Figure 1. Wiring by layer (run 1).
Drawn at 2 px/micron.
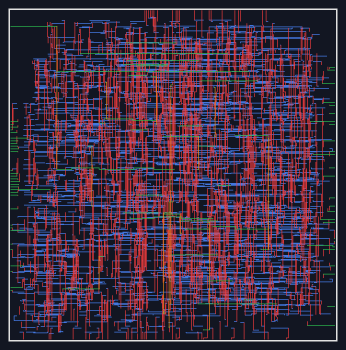
Figure 2. Clock wiring as the flow saved it (run 1).
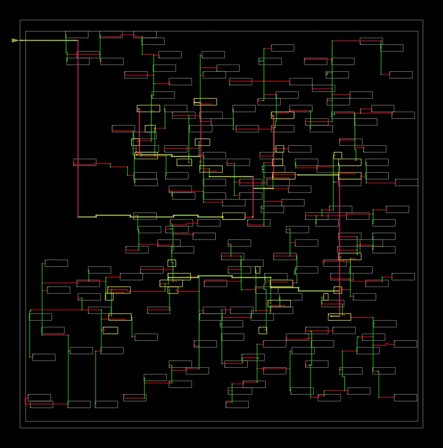
Figure 3. Logic cells by family (run 1).
Drawn at 2 px/micron.
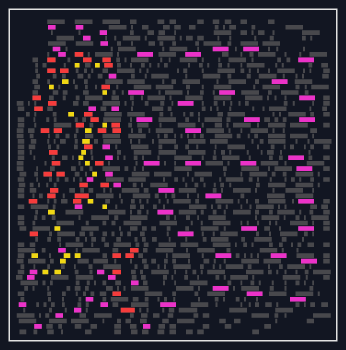
--- config.mk ---
export PLATFORM = sky130hd
export DESIGN_NAME = event_filter_stream
export DESIGN_NICKNAME = d
export VERILOG_FILES = /design/src/rtl/event_filter_stream_pkg.sv /design/src/rtl/event_filter_stream_fifo.sv /design/src/rtl/event_filter_stream.sv
export SDC_FILE = /design/constraint.sdc
export NUM_CORES = 1
export LEC_CHECK = 0
export CELL_PAD_IN_SITES_DETAIL_PLACEMENT = 2
export CELL_PAD_IN_SITES_GLOBAL_PLACEMENT = 2
export CORE_AREA = 2 2 161 163
export DETAILED_ROUTE_END_ITERATION = 7
export DIE_AREA = 0 0 163 165
export PLACE_DENSITY_LB_ADDON = 0.1
export SLEW_MARGIN = 20
export SYNTH_ARGS = -nofsm -noshare
export SYNTH_HDL_FRONTEND = slang
export SYNTH_SLANG_ARGS = --single-unit
--- constraint.sdc ---
create_clock -name clk -period 14.5 [get_ports clk]
set_input_delay 3.625 -clock clk [delete_from_list [all_inputs] [get_ports clk]]
set_output_delay 3.625 -clock clk [all_outputs]
set_load 0.02 [all_outputs]
--- src/rtl/event_filter_stream_pkg.sv ---
// Shared event type, polarity bit indices and pass-mode encodings for the
// event filter stream.
package event_filter_pkg;

   localparam int X_W_DEF = 8;
   localparam int Y_W_DEF = 8;
   localparam int T_W_DEF = 16;

   // Bit positions inside pol_mask
   localparam int POL_OFF = 0;
   localparam int POL_ON  = 1;

   localparam logic [1:0] PASS_NONE = 2'b00;
   localparam logic [1:0] PASS_OFF  = 2'b01;
   localparam logic [1:0] PASS_ON   = 2'b10;
   localparam logic [1:0] PASS_ALL  = 2'b11;

   typedef struct packed {
      logic [X_W_DEF-1:0] x;
      logic [Y_W_DEF-1:0] y;
      logic [T_W_DEF-1:0] t;
      logic               p;
   } event_t;

endpackage

--- src/rtl/event_filter_stream_fifo.sv ---
// Small register FIFO: power-of-two depth, wrapping pointers, and an
// occupancy counter that tells full apart from empty.
module event_fifo #(
   parameter  int W     = 33,
   parameter  int DEPTH = 4,
   localparam int PTR_W = $clog2(DEPTH),
   localparam int LVL_W = PTR_W + 1
) (
   input  logic             clk,
   input  logic             rst_n,
   input  logic             push_i,
   input  logic [W-1:0]     din_i,
   input  logic             pop_i,
   output logic [W-1:0]     dout_o,
   output logic             full_o,
   output logic             empty_o,
   output logic [LVL_W-1:0] level_o
);

   logic [W-1:0]     mem_q [DEPTH];
   logic [PTR_W-1:0] wr_ptr_q, wr_ptr_d;
   logic [PTR_W-1:0] rd_ptr_q, rd_ptr_d;
   logic [LVL_W-1:0] level_q, level_d;
   logic             do_push, do_pop;

   assign full_o  = (level_q == LVL_W'(DEPTH));
   assign empty_o = (level_q == '0);
   assign do_push = push_i && !full_o;
   assign do_pop  = pop_i && !empty_o;
   assign dout_o  = mem_q[rd_ptr_q];
   assign level_o = level_q;

   always_comb begin
      wr_ptr_d = wr_ptr_q;
      rd_ptr_d = rd_ptr_q;
      level_d  = level_q;
      if (do_push) wr_ptr_d = wr_ptr_q + PTR_W'(1);
      if (do_pop)  rd_ptr_d = rd_ptr_q + PTR_W'(1);
      if (do_push && !do_pop)      level_d = level_q + LVL_W'(1);
      else if (!do_push && do_pop) level_d = level_q - LVL_W'(1);
   end

   always_ff @(posedge clk or negedge rst_n) begin
      if (!rst_n) begin
         for (int i = 0; i < DEPTH; i++) mem_q[i] <= '0;
         wr_ptr_q <= '0;
         rd_ptr_q <= '0;
         level_q  <= '0;
      end else begin
         if (do_push) mem_q[wr_ptr_q] <= din_i;
         wr_ptr_q <= wr_ptr_d;
         rd_ptr_q <= rd_ptr_d;
         level_q  <= level_d;
      end
   end

endmodule

--- src/rtl/event_filter_stream.sv ---
// Address-event filter: polarity mask plus global refractory gap, passing
// events queued toward the packer, dropped events counted.
module event_filter_stream
   import event_filter_pkg::*;
#(
   parameter int X_W    = 8,
   parameter int Y_W    = 8,
   parameter int T_W    = 16,
   parameter int DEPTH  = 4,
   parameter int DROP_W = 16
) (
   input  logic                     clk,
   input  logic                     rst_n,
   input  logic                     in_valid,
   output logic                     in_ready,
   input  logic [X_W-1:0]           in_x,
   input  logic [Y_W-1:0]           in_y,
   input  logic [T_W-1:0]           in_t,
   input  logic                     in_p,
   input  logic                     en,
   input  logic [1:0]               pol_mask,
   input  logic [T_W-1:0]           min_dt,
   input  logic                     cnt_clr,
   output logic                     out_valid,
   input  logic                     out_ready,
   output logic [X_W-1:0]           out_x,
   output logic [Y_W-1:0]           out_y,
   output logic [T_W-1:0]           out_t,
   output logic                     out_p,
   output logic [DROP_W-1:0]        drop_cnt,
   output logic [$clog2(DEPTH):0]   level
);

   localparam int D_W = X_W + Y_W + T_W + 1;

   // Handshake: a transfer happens on a rising edge where valid && ready.
   // Valid never waits on ready; ready depends only on registered state, so
   // there is no combinational path from any input to any output.
   logic             full, empty, accept, pol_ok, dt_ok, pass, push, drop;
   logic [T_W-1:0]   dt;
   logic [T_W-1:0]   last_t_q, last_t_d;
   logic             have_last_q, have_last_d;
   logic [DROP_W-1:0] drop_cnt_q, drop_cnt_d;

   assign in_ready = !full;
   assign accept   = in_valid && in_ready;
   assign pol_ok   = in_p ? pol_mask[POL_ON] : pol_mask[POL_OFF];
   assign dt       = in_t - last_t_q;   // modular gap across timestamp wrap
   assign dt_ok    = (min_dt == '0) || !have_last_q || (dt >= min_dt);
   assign pass     = !en || (pol_ok && dt_ok);
   assign push     = accept && pass;
   assign drop     = accept && !pass;

   always_comb begin
      last_t_d    = last_t_q;
      have_last_d = have_last_q;
      drop_cnt_d  = drop_cnt_q;
      // Bypassed events must not disturb the refractory reference.
      if (push && en) begin
         last_t_d    = in_t;
         have_last_d = 1'b1;
      end
      if (cnt_clr)                          drop_cnt_d = '0;
      else if (drop && (drop_cnt_q != '1))  drop_cnt_d = drop_cnt_q + DROP_W'(1);
   end

   always_ff @(posedge clk or negedge rst_n) begin
      if (!rst_n) begin
         last_t_q    <= '0;
         have_last_q <= 1'b0;
         drop_cnt_q  <= '0;
      end else begin
         last_t_q    <= last_t_d;
         have_last_q <= have_last_d;
         drop_cnt_q  <= drop_cnt_d;
      end
   end

   event_fifo #(.W(D_W), .DEPTH(DEPTH)) u_fifo (
      .clk     (clk),
      .rst_n   (rst_n),
      .push_i  (push),
      .din_i   ({in_x, in_y, in_t, in_p}),
      .pop_i   (out_ready),
      .dout_o  ({out_x, out_y, out_t, out_p}),
      .full_o  (full),
      .empty_o (empty),
      .level_o (level)
   );

   assign out_valid = !empty;
   assign drop_cnt  = drop_cnt_q;

endmodule

==> ci_impl_report.md, run 1 <==
## PnR job results

| Metric | Value |
|---|---|
| Top Layout Cells | nand2_1 (274), dfrtp_1 (171), o22ai_1 (132) |
| Vias in the first global route | 8,964 |
| Setup_tns | 0 ps |
| Routed WL | 31.7 mm |
| Cts repair resizes | 0 |
| Most flops, register | u_fifo.mem_q |
| # clk buffers | 17 |
| RSZ-0062 raised after global routing | no |
| WS Path Type | primary input to flip-flop |
| Vias post-DR | 7,970 |
| Wl on met1 | 14.2 mm |
| Worst setup path start | in_t[1] |
| Worst Reg-to-Reg Cells | 17 |
| Logic inverters | 37 |
| Tightest Hold Check Type | flip-flop to flip-flop |
| M2 GR Usage | 0.423 |
| WP data arrival | 9000 ps |
| Yosys top cell by instances | nand2_1 |
| Final Cell Area | 11,400 sq um |
| Area share of buffers outside the clock network | 0.110 |
| Final clock-cell share | 0.0510 |
| Cell taking the most area after synthesis | dfrtp_1 |
| Crit-path max FO | 80 |
| Metal3 WL | 994 microns |
| # DRC | 0 |
| Count of tool warnings | 29 |
| Fin Hold WS | 483 ps |
| Final worst-path cycle share | 0.602 |
| Antenna diodes | 0 |
| Final HPWL DP | 19.0 mm |
| Max incr delay on CP | 810 ps |
| Routed len/inst | 22.6 microns |
| Registers, synthesis | 172 |
| Hold_sp | have_last_q |
| Reg2Reg Setup Slack | 9140 ps |
| M3 GR Usage | 0.0369 |
| P&R area growth vs syn | 20.9% |
| Layout cells sized above 1 | 0.117 |
| Chip Area, Yosys | 9390 sq um |
| Nets@finish | 1,152 |
| CP top delay family | AND-OR/OR-AND gates |
| # fillers | 2,683 |
| Cell Area, Placed | 10,800 sq um |
| Status | finished clean |
| Clock tree buffer depth | 2 |
| Maxcap violations | 0 |
| CTS sink cnt | 172 |
## Picture notes: Figure 1
[red] M2 | wire length: 15,900 microns
[green] M3 | wire length: 995 microns
[blue] M1 | wire length: 14,200 microns
[orange] M4 | wire length: 542 microns

## Picture notes: Figure 2
clk_skew: 15.4 ps
Clock Latency Late Sink: 450 ps
Inserted Clock Buffers: 17

## Picture notes: Figure 3
[red] fa/ha/maj cells | cells: 39 | most used: ha_1
[yellow] non-inverting ao/oa cells | cells: 23 | most used: o21a_1
[magenta] mux cells | cells: 62 | most used: mux4_2 | where: widely spread

[run 1: cell families (layout without fill, tap and decap cells)]
kind of cell,after synthesis,in the layout,share of synthesized area
buffers and inverters,108,199,0.0470
muxes,62,62,0.114
DFF,172,172,0.458
and+or+nand+nor,387,387,0.177
xor gates and xnor gates,18,18,0.0168
AOI/OAI and AO/OA,192,192,0.133
adders and majority gates,39,39,0.0536
[run 1: report_power, final]
| group | leakage (nW) | internal, mW | switching, mW |
|---|---|---|---|
| Sequential | 2.18 | 0.678 | 0.132 |
| Clock | 0.287 | 0.230 | 0.230 |
| Combinational | 2.40 | 0.597 | 0.780 |
==> run 1 -> run 2 <==
--- a/config.mk
+++ b/config.mk
@@ -7,9 +7,9 @@
 export LEC_CHECK = 0
 export CELL_PAD_IN_SITES_DETAIL_PLACEMENT = 2
 export CELL_PAD_IN_SITES_GLOBAL_PLACEMENT = 2
-export CORE_AREA = 2 2 161 163
+export CORE_AREA = 2 2 175 177
 export DETAILED_ROUTE_END_ITERATION = 7
-export DIE_AREA = 0 0 163 165
+export DIE_AREA = 0 0 177 179
 export PLACE_DENSITY_LB_ADDON = 0.1
 export SLEW_MARGIN = 20
 export SYNTH_ARGS = -nofsm -noshare
==> constraint.sdc (replaced) <==
create_clock -name clk -period 7.1 [get_ports clk]
set_input_delay 1.775 -clock clk [delete_from_list [all_inputs] [get_ports clk]]
set_output_delay 1.775 -clock clk [all_outputs]
set_load 0.02 [all_outputs]
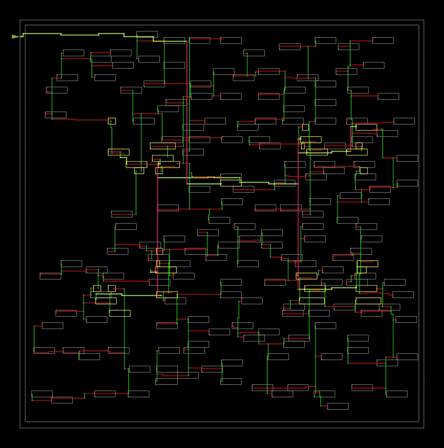
Figure 4: run 2, clock wiring as the flow saved it.
Clock Latency Late Sink: 440 ps
Clock Power: 1.02 mW
# clk buffers: 19
CTS sink cnt: 172

==> run 2 against run 1 <==
  * Worst setup slack worse by 4900 ps
  * Global-route usage is 2.4 points lower
  * Clock skew fell by 4.9 ps
  * Core utilization shrank 6.8 points
  * Critical path type unchanged
  * Non-clock buffer count increased by 8
  * Critical endpoint is now u_fifo.level_o[1]
  * Die area increased by 18%
  * Largest power group unchanged
==> ci_impl_report.md, run 2 <==
## PnR job results

| Metric | Value |
|---|---|
| Top logic family | simple AND/OR/NAND/NOR gates |
| Power Internal | 3.18 mW |
| Final HPWL DP | 20.1 mm |
| Final worst-path cycle share | 0.873 |
| Reg2Reg Setup Slack | 2480 ps |
| Antenna diodes | 0 |
| Simple-Gate Area Share | 0.177 |
| Clk pwr share | 0.186 |
| Fa+ha+maj area frac | 0.0536 |
| Area fraction in compound gates | 0.133 |
| Setup_tns | 0 ps |
| Metal3 WL | 949 microns |
| Clock tree buffer depth | 2 |
| Yosys top cell by instances | nand2_1 |
| Crit-path max FO | 6 |
| Fin Hold WS | 471 ps |
| Most flops, register | u_fifo.mem_q |
| Seq pwr share | 0.299 |
| Count of tool warnings | 31 |
| Status | finished clean |
## run 2: layout make-up
type                    count  area share
clock inverters            13      0.0155
well taps                 396      0.0429
flip-flops and latches    172       0.372
clock buffers              19      0.0375
inverters                  37      0.0120
multi-input cells         698       0.403
repair buffers            138       0.116
## run 2: worst max-delay path by stage
stage,startpoint,cells past startpoint,to
after floorplan,in_t[0],21,u_fifo.level_o[1]
after global placement,in_t[0],20,u_fifo.level_o[1]
after detailed placement,in_t[1],19,u_fifo.level_o[1]
after CTS,in_t[1],19,u_fifo.level_o[1]
after global routing,in_t[1],20,u_fifo.level_o[2]
final,in_t[1],19,u_fifo.level_o[1]
## run 2: routing by layer
layer | vias to the layer above | track usage
met5 | - | 0
met4 | 0 | 0.0403
met3 | 22 | 0.0265
met2 | 141 | 0.378
met1 | 4269 | 0.307
li1 | 3624 | -
==> run 2 -> run 3 <==
--- a/config.mk
+++ b/config.mk
@@ -11,6 +11,7 @@
 export DETAILED_ROUTE_END_ITERATION = 7
 export DIE_AREA = 0 0 177 179
 export PLACE_DENSITY_LB_ADDON = 0.1
+export SKIP_CTS_REPAIR_TIMING = 1
 export SLEW_MARGIN = 20
 export SYNTH_ARGS = -nofsm -noshare
 export SYNTH_HDL_FRONTEND = slang
==> run 3 against run 2 <==
  * Fmax did not move
  * Worst setup slack unchanged
  * Total power is the same
  * Global-route usage unchanged
  * Critical path depth unchanged
  * Final area unchanged
  * Sequential share of layout area unchanged
  * Die area unchanged
  * First-iteration DRC count is the same
  * Via count is the same
  * Register-to-register slack about the same
  * Synthesized cell count unchanged
  * Critical path type unchanged
==> ci_impl_report.md, run 3 <==
## PnR job results

| Metric | Value |
|---|---|
| Mux frac, synth | 0.114 |
| Status | finished clean |
| Clock Latency Late Sink | 440 ps |
| Tightest Hold Check Type | flip-flop to flip-flop |
| Seq/total area | 0.372 |
| WS Path Type | primary input to flip-flop |
| Metal3 WL | 949 microns |
| Top logic family | simple AND/OR/NAND/NOR gates |
| Routed len/inst | 22.8 microns |
| Cell Area, Placed | 10,900 sq um |
| Simple-Gate Area Share | 0.177 |
| Final HPWL DP | 20.1 mm |
| GRT met1 Usage | 0.307 |
| Chip Area, Yosys | 9390 sq um |
| # clk buffers | 19 |
| Setup_tns | 0 ps |
| Antenna diodes | 0 |
| # fillers | 3,265 |
| Clk_skew | 10.5 ps |
| M2 GR Usage | 0.378 |
| CTS sink cnt | 172 |
| Worst Reg-to-Reg Cells | 19 |
| Area share of buffers outside the clock network | 0.116 |
| Final Cell Area | 11,600 sq um |
| M3 GR Usage | 0.0265 |
| Crit. path cell count | 19 |
| Largest class | combinational gates |
| Vias post-DR | 8,056 |
| #MultiIn Comb | 698 |
| Top Layout Cells | nand2_1 (274), dfrtp_1 (171), o22ai_1 (132) |
| WP data arrival | 6520 ps |
| Fin Hold WS | 471 ps |
| Area fraction in xor and xnor cells | 0.0168 |
| Registers, synthesis | 172 |
| Routed WL | 33.6 mm |
## run 3: cell counts in the layout (fill, tap and decap cells not counted)
Identical to the previous run, type by type.
## run 3: where the power goes
part / internal, mW / switching (mW)
logic: 1.23 / 1.61
registers: 1.38 / 0.265
clock network: 0.565 / 0.458
## run 3: worst max path at each step
stage,slack (ps),end,start
6_report,900,u_fifo.level_o[1],in_t[1]
5_1_grt,590,u_fifo.level_o[2],in_t[1]
4_1_cts,860,u_fifo.level_o[1],in_t[1]
3_5_place_dp,400,u_fifo.level_o[1],in_t[1]
3_3_place_gp,570,u_fifo.level_o[1],in_t[0]
2_1_floorplan,1160,u_fifo.level_o[1],in_t[0]
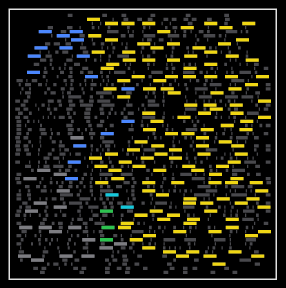
Figure 5: run 3, register map, names as in the netlist.
Drawn at 1.5 px/micron. Other sequential cells in the stronger grey, the rest of the logic in the fainter grey.
[blue] last_t_q | sequential cells: 16
[yellow] u_fifo.mem_q | sequential cells: 132
[cyan] u_fifo.wr_ptr_q | sequential cells: 2
[green] u_fifo.level_o | sequential cells: 3
not coloured: 19

Power is estimated from default activity; no workload was simulated.
